### src/rtl/fft_peak_detect_if.sv
// fft_peak_detect_if: FFT result stream into the peak detector and its power/peak outputs.
//   in_fft_data_flag/in_fft_data : {I,Q} bin stream from the FFT core, one bin per cycle
//   pwr_valid/pwr_data/pwr_bin   : per-bin power I^2+Q^2 with its bin index
//   peak_valid/peak_bin/peak_power : end-of-frame maximum report pulse
//   frame_err                    : pulse on an aborted frame
//   master = stream source/sink side, slave = detector side
interface fft_peak_detect_if #(
  parameter int N          = 64,
  parameter int DATA_WIDTH = 8
);
  localparam int BW = $clog2(N);
  localparam int PW = 2*DATA_WIDTH+1;
  logic                    in_fft_data_flag;
  logic [2*DATA_WIDTH-1:0] in_fft_data;
  logic                    pwr_valid;
  logic [PW-1:0]           pwr_data;
  logic [BW-1:0]           pwr_bin;
  logic                    peak_valid;
  logic [BW-1:0]           peak_bin;
  logic [PW-1:0]           peak_power;
  logic                    frame_err;
  modport master (
    output in_fft_data_flag, in_fft_data,
    input  pwr_valid, pwr_data, pwr_bin, peak_valid, peak_bin, peak_power, frame_err
  );
  modport slave (
    input  in_fft_data_flag, in_fft_data,
    output pwr_valid, pwr_data, pwr_bin, peak_valid, peak_bin, peak_power, frame_err
  );
endinterface

### src/rtl/fft_peak_detect.sv
// fft_peak_detect: per-bin power of an FFT frame plus strongest-bin report per frame.
//   clk   : rising-edge clock
//   rst_n : asynchronous active-low reset
//   bus   : slave side of fft_peak_detect_if (input stream, power stream, peak report)
module fft_peak_detect #(
  parameter int N           = 64,
  parameter int DATA_WIDTH  = 8,
  parameter int SKIP_DC     = 1,
  parameter int BIT_REVERSE = 0
) (
  input logic             clk,
  input logic             rst_n,
  fft_peak_detect_if.slave bus
);
  localparam int DW = DATA_WIDTH;
  localparam int BW = $clog2(N);
  localparam int PW = 2*DW+1;
  typedef enum logic [2:0] {IDLE, ACCUM, DRAIN, REPORT, ABORT} state_t;
  state_t state, nxt;
  logic [BW-1:0] cnt;
  logic [1:0] dcnt;
  logic flag, last, acc, kill;
  logic s1_v, s1_t, s2_v, s2_t, s3_v, s3_t;
  logic signed [2*DW-1:0] s1_i, s1_q;
  logic [2*DW-1:0] s2_ii, s2_qq;
  logic [PW-1:0] s3_p, t_p, hold_p;
  logic [BW-1:0] s1_b, s2_b, s3_b, t_b, hold_b;
  logic t_has, take;
  function automatic logic [BW-1:0] rev(input logic [BW-1:0] x);
    for (int k = 0; k < BW; k++) rev[k] = x[BW-1-k];
  endfunction
  assign flag = bus.in_fft_data_flag;
  assign last = flag && cnt == BW'(N-1);
  // every flagged bin is counted except during the one-cycle abort
  assign acc  = flag && state != ABORT;
  assign kill = nxt == ABORT;
  always_comb begin
    nxt = IDLE;
    case (state)
      IDLE:    nxt = flag ? ACCUM : IDLE;
      ACCUM:   nxt = !flag ? ABORT : last ? DRAIN : ACCUM;
      DRAIN:   nxt = dcnt == 2'd2 ? REPORT : DRAIN;
      REPORT:  nxt = last ? DRAIN : (flag || cnt != '0) ? ACCUM : IDLE;
      default: nxt = IDLE;
    endcase
  end
  always_ff @(posedge clk or negedge rst_n)
    if (!rst_n) begin
      state <= IDLE;
      cnt   <= '0;
      dcnt  <= '0;
    end else begin
      state <= nxt;
      cnt   <= kill ? '0 : acc ? cnt + 1'b1 : cnt;
      dcnt  <= state == DRAIN ? dcnt + 1'b1 : '0;
    end
  // s*_t marks bins that belong to a tracked frame; an abort strips it from bins still in flight
  always_ff @(posedge clk or negedge rst_n)
    if (!rst_n) begin
      {s1_v, s1_t, s2_v, s2_t, s3_v, s3_t} <= '0;
      {s1_i, s1_q, s2_ii, s2_qq, s3_p} <= '0;
      {s1_b, s2_b, s3_b} <= '0;
    end else begin
      s1_v  <= flag;
      s1_t  <= acc;
      s1_i  <= {{DW{bus.in_fft_data[2*DW-1]}}, bus.in_fft_data[2*DW-1:DW]};
      s1_q  <= {{DW{bus.in_fft_data[DW-1]}}, bus.in_fft_data[DW-1:0]};
      s1_b  <= BIT_REVERSE != 0 ? rev(cnt) : cnt;
      s2_v  <= s1_v;
      s2_t  <= s1_t && !kill;
      s2_ii <= s1_i * s1_i;
      s2_qq <= s1_q * s1_q;
      s2_b  <= s1_b;
      s3_v  <= s2_v;
      s3_t  <= s2_t && !kill;
      s3_p  <= {1'b0, s2_ii} + {1'b0, s2_qq};
      s3_b  <= s2_b;
    end
  // reversal maps only index 0 to 0, so the DC test works on either index form
  assign take = s3_v && s3_t && !(SKIP_DC != 0 && s3_b == '0);
  // REPORT publishes the tracker and seeds it with a next-frame bin leaving the pipeline that cycle
  always_ff @(posedge clk or negedge rst_n)
    if (!rst_n) begin
      t_has  <= 1'b0;
      t_b    <= '0;
      t_p    <= '0;
      hold_b <= '0;
      hold_p <= '0;
    end else if (state == REPORT) begin
      hold_b <= t_b;
      hold_p <= t_p;
      t_has  <= take;
      t_b    <= take ? s3_b : '0;
      t_p    <= take ? s3_p : '0;
    end else if (state == ABORT) begin
      t_has <= 1'b0;
      t_b   <= '0;
      t_p   <= '0;
    end else if (take && (!t_has || s3_p > t_p)) begin
      t_has <= 1'b1;
      t_b   <= s3_b;
      t_p   <= s3_p;
    end
  assign bus.pwr_valid  = s3_v;
  assign bus.pwr_data   = s3_p;
  assign bus.pwr_bin    = s3_b;
  assign bus.peak_valid = state == REPORT;
  assign bus.peak_bin   = state == REPORT ? t_b : hold_b;
  assign bus.peak_power = state == REPORT ? t_p : hold_p;
  assign bus.frame_err  = state == ABORT;
endmodule

### src/flat_wrapper.sv
// flat-port wrapper written by rule: the top's interface ports become plain ports
module fft_peak_detect_flat 
#(
  parameter int N           = 64,
  parameter int DATA_WIDTH  = 8,
  parameter int SKIP_DC     = 1,
  parameter int BIT_REVERSE = 0
)
  (clk, rst_n, bus_in_fft_data_flag, bus_in_fft_data, bus_pwr_valid, bus_pwr_data, bus_pwr_bin, bus_peak_valid, bus_peak_bin, bus_peak_power, bus_frame_err);
  fft_peak_detect_if #(.N(N), .DATA_WIDTH(DATA_WIDTH)) bus_i ();
  input logic clk;
  input logic rst_n;
  input wire logic [$bits(bus_i.in_fft_data_flag)-1:0] bus_in_fft_data_flag;
  input wire logic [$bits(bus_i.in_fft_data)-1:0] bus_in_fft_data;
  output wire logic [$bits(bus_i.pwr_valid)-1:0] bus_pwr_valid;
  output wire logic [$bits(bus_i.pwr_data)-1:0] bus_pwr_data;
  output wire logic [$bits(bus_i.pwr_bin)-1:0] bus_pwr_bin;
  output wire logic [$bits(bus_i.peak_valid)-1:0] bus_peak_valid;
  output wire logic [$bits(bus_i.peak_bin)-1:0] bus_peak_bin;
  output wire logic [$bits(bus_i.peak_power)-1:0] bus_peak_power;
  output wire logic [$bits(bus_i.frame_err)-1:0] bus_frame_err;
  assign bus_i.in_fft_data_flag = bus_in_fft_data_flag;
  assign bus_i.in_fft_data = bus_in_fft_data;
  assign bus_pwr_valid = bus_i.pwr_valid;
  assign bus_pwr_data = bus_i.pwr_data;
  assign bus_pwr_bin = bus_i.pwr_bin;
  assign bus_peak_valid = bus_i.peak_valid;
  assign bus_peak_bin = bus_i.peak_bin;
  assign bus_peak_power = bus_i.peak_power;
  assign bus_frame_err = bus_i.frame_err;
  fft_peak_detect #(.N(N), .DATA_WIDTH(DATA_WIDTH), .SKIP_DC(SKIP_DC), .BIT_REVERSE(BIT_REVERSE)) u_core (.clk(clk), .rst_n(rst_n), .bus(bus_i));
endmodule
### config.mk
export PLATFORM = sky130hd
export DESIGN_NAME = fft_peak_detect_flat
export DESIGN_NICKNAME = d
export VERILOG_FILES = /design/src/rtl/fft_peak_detect_if.sv /design/src/rtl/fft_peak_detect.sv /design/src/flat_wrapper.sv
export SDC_FILE = /design/constraint.sdc
export NUM_CORES = 1
export LEC_CHECK = 0
export CORE_ASPECT_RATIO = 0.6
export CORE_UTILIZATION = 40
export DETAILED_ROUTE_END_ITERATION = 6
export GPL_TIMING_DRIVEN = 0
export PLACE_DENSITY_LB_ADDON = 0.12
export SYNTH_ARGS = -nofsm -noshare
export SYNTH_HDL_FRONTEND = slang
export SYNTH_SLANG_ARGS = --single-unit
### constraint.sdc
create_clock -name clk -period 7.8 [get_ports clk]
set_input_delay 1.17 -clock clk [delete_from_list [all_inputs] [get_ports clk]]
set_output_delay 1.17 -clock clk [all_outputs]
set_load 0.01 [all_outputs]
run_1/pdn.png
Scale: 3 px per micron. Pins as bars on the die edge. Tap cells in gray.
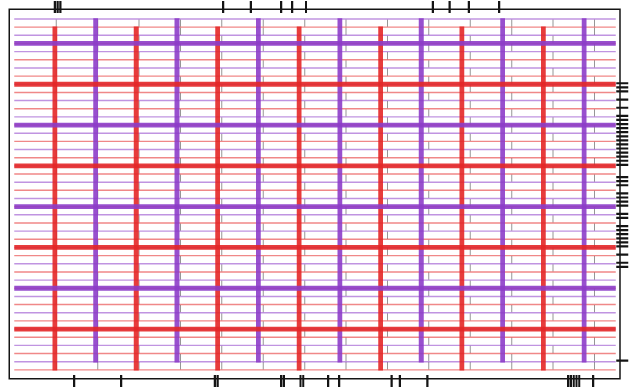
legend:
  VSS:
    color: red
  VDD:
    color: purple
signal pins: 68
met5 straps: 8
Die W: 203 microns
Die Y-Extent: 123 microns

run_1/cell_classes.png
Scale: 3 px per micron. Fill, decap, tap and diode cells in gray.
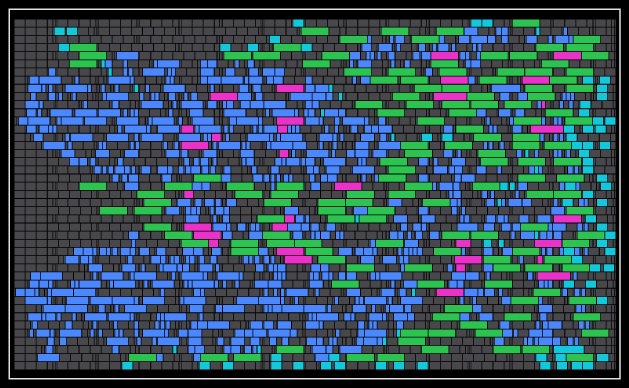
legend:
  clock drivers and dummy loads:
    color: magenta
    cells: 32
    share_of_their_area: 5.7%
  flip-flops:
    color: green
    cells: 145
    share_of_their_area: 33%
  other buffers and delay cells:
    color: cyan
    cells: 90
    share_of_their_area: 7.2%
  all other logic:
    color: blue
    cells: 754
    share_of_their_area: 54%
fin util: 48.7%
flop share of the area: 31.7%
Core Region: 23500 sq um
fin area: 11400 sq um
Row Count: 43

run_1/clock_map.png
Scale: 2 px per micron.
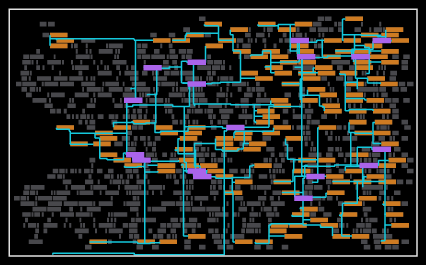
legend:
  cells driving clock nets:
    color: purple
    count: 17
  flip-flops:
    color: orange
    count: 145
  clock wires:
    color: cyan
    length: 2180 microns
routed clock nets: 18
skew final: 8.22 ps
Latency at later pin: 430 ps
Clock Power Share: 21.8%
power in the clock group: 0.873 mW

==> CHANGELOG.md, run 1 <==
### Changed

* GRT Max-Usage Layer: met1
* Synth flops at 145
* Area after DPL at 10800 sq um
* Critical Path RT at 8110 ps
* CP Launch Type: flip-flop
* CTS buffer count at 17
* MaxCap Viol Count at 0
* Post-CTS setup buffers at 0
* Post-Route Setup TNS at 0 ps
* Crit path to: u_core.s2_ii[15]$_DFF_PN0_
* Post-cts gate resize count at 0
* CTS H-tree depth at 4
* Met3 Use GR at 3.53%
* Synth warn at 0
* Post-synth EDFFs at 0
* Root Buffer: clkbuf_16
* Syn Nets at 1115
* Nets at 1202
* Hold path startpoint: u_core.s2_b[2]$_DFF_PN0_
* Total power at about 4 mW
* DP HPWL at 15400 microns
* F_max at ~0.2 GHz
* Max-Slew Margin vs Limit at 43.3%
* Slew @ Worst Pin at between 800 and 900 ps
* MI comb area at about 5400 sq um
* Crit path max fanout at 10
* DRC at 0
* GRT overflow at 0
* # port buffers at 67
* Avg Cell Area, Syn at 10.5 sq um
* Seq/Total Area, Yosys at 37.4%
* Chip area at approximately 25000 sq um
* Most numerous logic cells after layout: inv_1, dfrtp_1, ha_1
* Layout fillers at 2223
* Pwr dens at 350 nW/um^2
* CTS tree: yes
* Count of cell types in the netlist at 60
* Origin of the critical flop-to-flop path: u_core.s1_i[2]$_DFF_PN0_
* Share of layout cells above drive strength 1 at 4.90%
* Count of tool warnings at 29
* Antenna violations before repair at 0
* Layout area overhead at 17.8%
* Routability cong. at 0.798
* R2R Setup Slk at 2740 ps
* Syn Std Cell Area at 9710 sq um
* FF-to-FF End: u_core.s2_ii[15]$_DFF_PN0_
* Clk buf depth at 2
* Hold-critical path depth at 0
* GRT Util Overall at roughly 17%
* Io pins at 68
* Setup violators final at 0
* Met2 usage at 23.7%
* Average vias per placed instance at 4.74
* Pins Over Slew Limit at 0
* Post-route ant nets at 0
* Crit path from: u_core.s1_i[2]$_DFF_PN0_
* Clk sink count at 145
* CP endpoint kind: flip-flop
* Min Tclk post-route at approximately 5100 ps
* Vias in the first global route at between 6000 and 7000
* WL/cell at 14.6 microns
* M1 GR Usage at a little over a quarter
* Crit path DAT at 5370 ps
* Clock slew at reported path FFs at 60 ps
* Hold WC Path Type: flip-flop to flip-flop
* Ys cells at roughly 900
* Final period util at 64.8%
* Largest net degree at the start of global routing at 97
* Async S/R FF share, synth at 100%
* First-pass GRT wire length at 33100 microns
* # diodes at 0
* Status: finished, final reports clean
* Final hold viol count at 0
* Reg area at 3630 sq um
* Yosys stat area at between 9000 and 10000 sq um
* Synth Flop Type: dfrtp_1
* Number of cells produced by synthesis at around 920
[run 1: cell families (layout without fill, tap and decap cells)]
group / after synthesis / in the layout / synth area share [%]
buffers and inverters: 189 / 289 / 7.41
XOR/XNOR: 55 / 55 / 4.96
AND-OR/OR-AND: 133 / 133 / 9.55
multiplexers: 4 / 4 / 0.438
flip-flops: 145 / 145 / 37.4
adder cells (fa/ha/maj): 175 / 175 / 29.1
AND/OR/NAND/NOR: 220 / 220 / 11.2
[run 1: cell type report]
class,instances,area share [%]
buffer,22,0.810
clock buffer,20,3.99
multi-input combinational,587,46.9
inverter,167,5.48
timing repair buffer,68,6.12
clock inverter,12,1.47
tap,315,3.45
sequential,145,31.7
[run 1: routing by layer]
metal	vias up	part of all wire, %
met2	81	39
met4	0	0.81
met5	-	0
met1	3103	57
li1	3141	-
met3	11	3.5
[run 1: state kept, by name, indices dropped and copies added, names as in the netlist, 8 cells and up]
name	flops
u_core.bus.pwr_data	17
u_core.s2_qq	15
u_core.s2_ii	15
u_core.hold_p	17
u_core.t_p	17
u_core.s1_i	8
u_core.s1_q	8
[run 1: synthesized netlist by cell type (all sizes together) (2+ instances only)]
library cell,instances,area (sq um)
a211o,2,17.5
a211oi,2,15.0
a21boi,3,22.5
a21o,9,67.6
a21oi,26,130
a22o,23,201
a31o,4,35.0
a31oi,3,18.8
and2,34,213
and3,3,18.8
buf,4,25.0
clkbuf,18,67.6
dfrtp,145,3630
fa,84,1680
ha,91,1140
inv,167,627
mux2,2,22.5
mux2i,2,20.0
nand2,77,289
nand2b,12,75.1
nand3,5,25.0
nand4,4,25.0
nor2,41,154
nor2b,16,100
nor3,13,65.1
nor3b,2,31.3
nor4,2,12.5
o211ai,3,22.5
o21a,6,45.0
o21ai,31,155
o21bai,3,22.5
o22ai,2,12.5
o311ai,4,52.6
or2,4,25.0
or3,3,18.8
xnor2,44,385
xor2,11,96.3
[run 1: critical path, cell delays in order, from the launching register on]
cell and delay [ps]:
dfrtp_1 420, clkbuf_1 420, nand2_1 230, fa_1 530, inv_1 50, fa_1 470, fa_1 550, inv_1 50
fa_1 520, inv_1 40, ha_1 240, or3_1 390, a221oi_1 390, o31ai_1 220, nor3_1 190, o21bai_1 100
xnor2_1 130
[run 1: per-stage QoR]
stage               setup WS (ps)  cells  hold WS (ps)
finish                       2740   1336           348
CTS                          2750   1336           349
floorplan                    3450    921           331
detailed placement           2780   1304           335
global route                 2500   1336           359
global placement             -422   1303           333
[run 1: report_power, final]
| part | internal (mW) | total, mW | switching, mW |
|---|---|---|---|
| clock | 0.528 | 0.873 | 0.345 |
| sequential | 0.965 | 1.11 | 0.144 |
| combinational | 0.940 | 2.02 | 1.08 |
run_1/metal_stack.png
Scale: 3 px per micron.
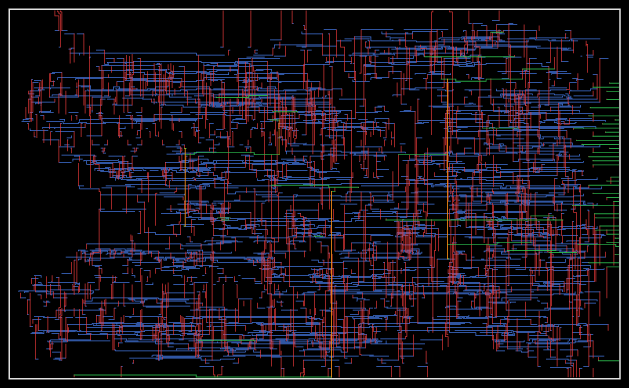

--- run 2 (diff from run 1) ---
Clock period 7.8 ns to 4.1 ns, I/O delays scaled along.
run_2/metal_stack.png
Scale: 3 px per micron.
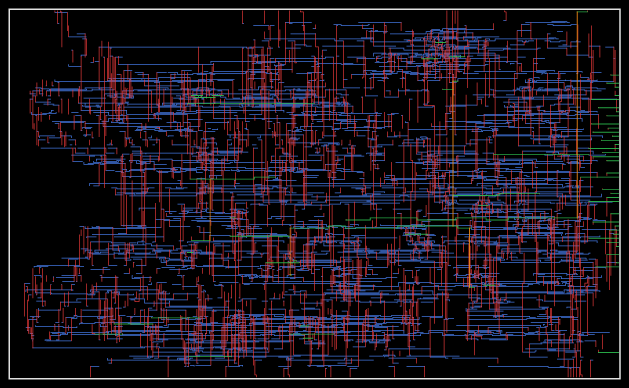
legend:
  met1:
    color: blue
    wire_length: 11700 microns
  met4:
    color: orange
    wire_length: 173 microns
  met2:
    color: red
    wire_length: 8700 microns
  met3:
    color: green
    wire_length: 618 microns
GRT Util Overall: 18.1%
Vias: 6542

run_2/pdn.png
Scale: 3 px per micron. Pins as bars on the die edge. Tap cells in gray.
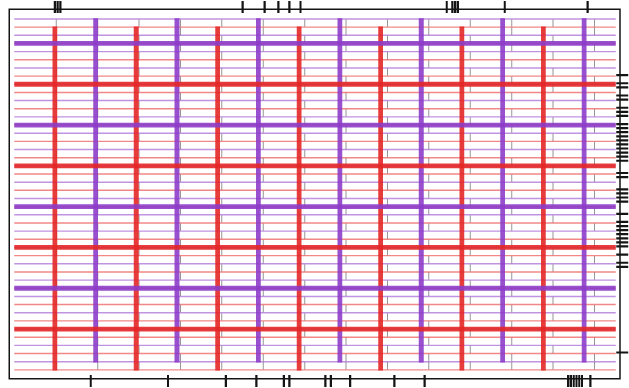
legend:
  VDD:
    color: purple
  VSS:
    color: red
met1 rails: 44
met4 straps: 14
tap cells: 315
VDD IR max: 0.393 mV

==> run 2 against run 1 <==
- the flow now finishes with violations (setup timing)
- design area increased by 9.4%
- power increased by 110%
- largest power group unchanged
- clock skew increased by 2.5 ps
- critical endpoint unchanged
- critical path type unchanged
==> CHANGELOG.md, run 2 <==
### Changed

* Status: finished, violations left
* Crit path DAT at 4530 ps (-840 ps)
* Setup violators final at 2 (+2)
* # port buffers at 67 (unchanged)
* Crit path max fanout at 7 (-3)
* Root Buffer: clkbuf_16
* Row Count at 43 (unchanged)
* # diodes at 0 (unchanged)
* Final hold viol count at 0 (unchanged)
* Crit-path cells: clkbuf_8, nand2_2, xnor2_2, ha_1, a21o_1, fa_1, fa_1, inv_1, fa_1, inv_2, ha_4, or3_4, a221oi_4, o31ai_4, nor3_2, o21bai_1, xnor2_1
* Count leader, synth: inv_1
* R2R Setup Slk at -120 ps (-2870 ps)
* DP HPWL at 15400 microns (+0.21%)
* Core Region at 23500 sq um (unchanged)
* Share of layout cells above drive strength 1 at 21.4% (+17 points)
* DRC at 0 (unchanged)
* Most numerous logic cells after layout: inv_1, dfrtp_1, fa_1
* Area after DPL at 10900 sq um (+0.53%)
* WL/cell at 15.4 microns (+5.1%)
* Final worst slack at -122 ps (-2870 ps)
* Syn Nets at 1115 (unchanged)
* Hold WC Path Type: primary input to asynchronous set/reset pin
* CTS tree: yes
* Synth warn at 0 (unchanged)
* Count of tool warnings at 32 (+10%)
* Seq/Total Area, Yosys at 37.4% (unchanged)
* Synth Flop Type: dfrtp_1
* Antenna violations before repair at 0 (unchanged)
* Slew @ Worst Pin at 912 ps (+64.1 ps)
* CP Launch Type: flip-flop
* CTS buffer count at 17 (unchanged)
* Post-route ant nets at 0 (unchanged)
* Post-synth EDFFs at 0 (unchanged)
* Layout fillers at 2133 (-4.0%)
* Die W at 203 microns (unchanged)
* Number of cells produced by synthesis at 921 (unchanged)
* Vias in the first global route at 6481 (+1.7%)
* Clk buf depth at 2 (unchanged)
* Origin of the critical flop-to-flop path: u_core.s1_i[6]$_DFF_PN0_
* # placed instances at 1304 (unchanged)
* First-pass GRT wire length at 34600 microns (+4.3%)
* GRT overflow at 0 (unchanged)
* Largest net degree at the start of global routing at 75 (-23%)
* Failing checks: setup timing
* Async S/R FF share, synth at 100% (unchanged)
* Die Y-Extent at 123 microns (unchanged)
run_2/clock_map.png
Scale: 2 px per micron.
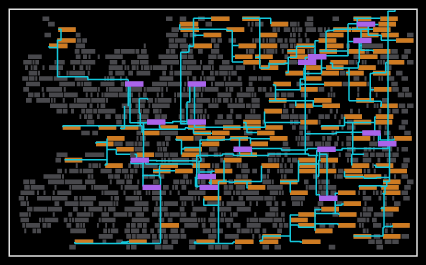
legend:
  flip-flops:
    color: orange
    count: 145
  cells driving clock nets:
    color: purple
    count: 17
  clock wires:
    color: cyan
    length: 2220 microns
routed clock nets: 18
power in the clock group: 1.55 mW
skew final: 10.7 ps
Clock Power Share: 18.0%

run 2: how the worst max path moves through the flow:
| stage | from | endpoint | slack [ps] | cells after the start |
|---|---|---|---|---|
| after floorplan | u_core.s1_i[7]$_DFF_PN0_ | u_core.s2_ii[15]$_DFF_PN0_ | -50 | 16 |
| after global placement | rst_n | u_core.s1_i[6]$_DFF_PN0_ | -3630 | 1 |
| after detailed placement | u_core.s1_i[0]$_DFF_PN0_ | u_core.s2_ii[15]$_DFF_PN0_ | -580 | 17 |
| after CTS | u_core.s1_i[7]$_DFF_PN0_ | u_core.s2_ii[15]$_DFF_PN0_ | -100 | 17 |
| after global routing | u_core.s1_i[6]$_DFF_PN0_ | u_core.s2_ii[15]$_DFF_PN0_ | -270 | 17 |
| final | u_core.s1_i[6]$_DFF_PN0_ | u_core.s2_ii[15]$_DFF_PN0_ | -120 | 17 |
run 2: cell type report:
type | instances | area, sq um | area share (%)
Multi-Input combinational cell | 587 | 6030 | 48.2
Sequential cell | 145 | 3640 | 29.1
Timing Repair Buffer | 113 | 1060 | 8.44
Inverter | 167 | 639 | 5.11
Clock buffer | 20 | 457 | 3.65
Tap cell | 315 | 394 | 3.15
Buffer | 21 | 160 | 1.28
Clock inverter | 12 | 121 | 0.970
run 2: routing by layer:
| metal | GRT usage (%) | part of all wire, % | up-vias |
|---|---|---|---|
| li1 | - | - | 3228 |
| met1 | 28.7 | 55 | 3204 |
| met2 | 24.9 | 41 | 97 |
| met3 | 3.61 | 2.9 | 13 |
| met4 | 4.51 | 0.81 | 0 |
| met5 | 0 | 0 | - |
run 2: where the power goes:
part	internal [mW]	switching [mW]	total [mW]	leakage [nW]
Sequential	1.84	0.272	2.11	1.83
Clock	0.881	0.665	1.55	0.276
Combinational	2.43	2.50	4.94	3.73
Total	5.15	3.44	8.59	5.83
run 2: cells by family after synthesis:
group | count (synthesis) | synth area share [%]
AOI/OAI and AO/OA | 133 | 9.55
adders and majority gates | 175 | 29.1
muxes | 4 | 0.438
and+or+nand+nor | 220 | 11.2
xor gates and xnor gates | 55 | 4.96
buffers and inverters | 189 | 7.41
DFF | 145 | 37.4
run 2: critical path, delay by kind of cell (launching register included):
kind	cells	cell delay [ps]
AND-OR/OR-AND	4	710
adder cells (fa/ha/maj)	5	1880
AND/OR/NAND/NOR	3	610
XOR/XNOR	2	300
buffers and inverters	3	250
flip-flops	1	360
run 2: repair_timing:
item | 4_1_cts | 5_1_grt
pin swaps | 45 | 40
setup buffers | 34 | 11
setup endpoints to repair | 13 | 12
resized | 102 | 74
Power figures rest on the tool's default switching activity, not on a simulated workload.
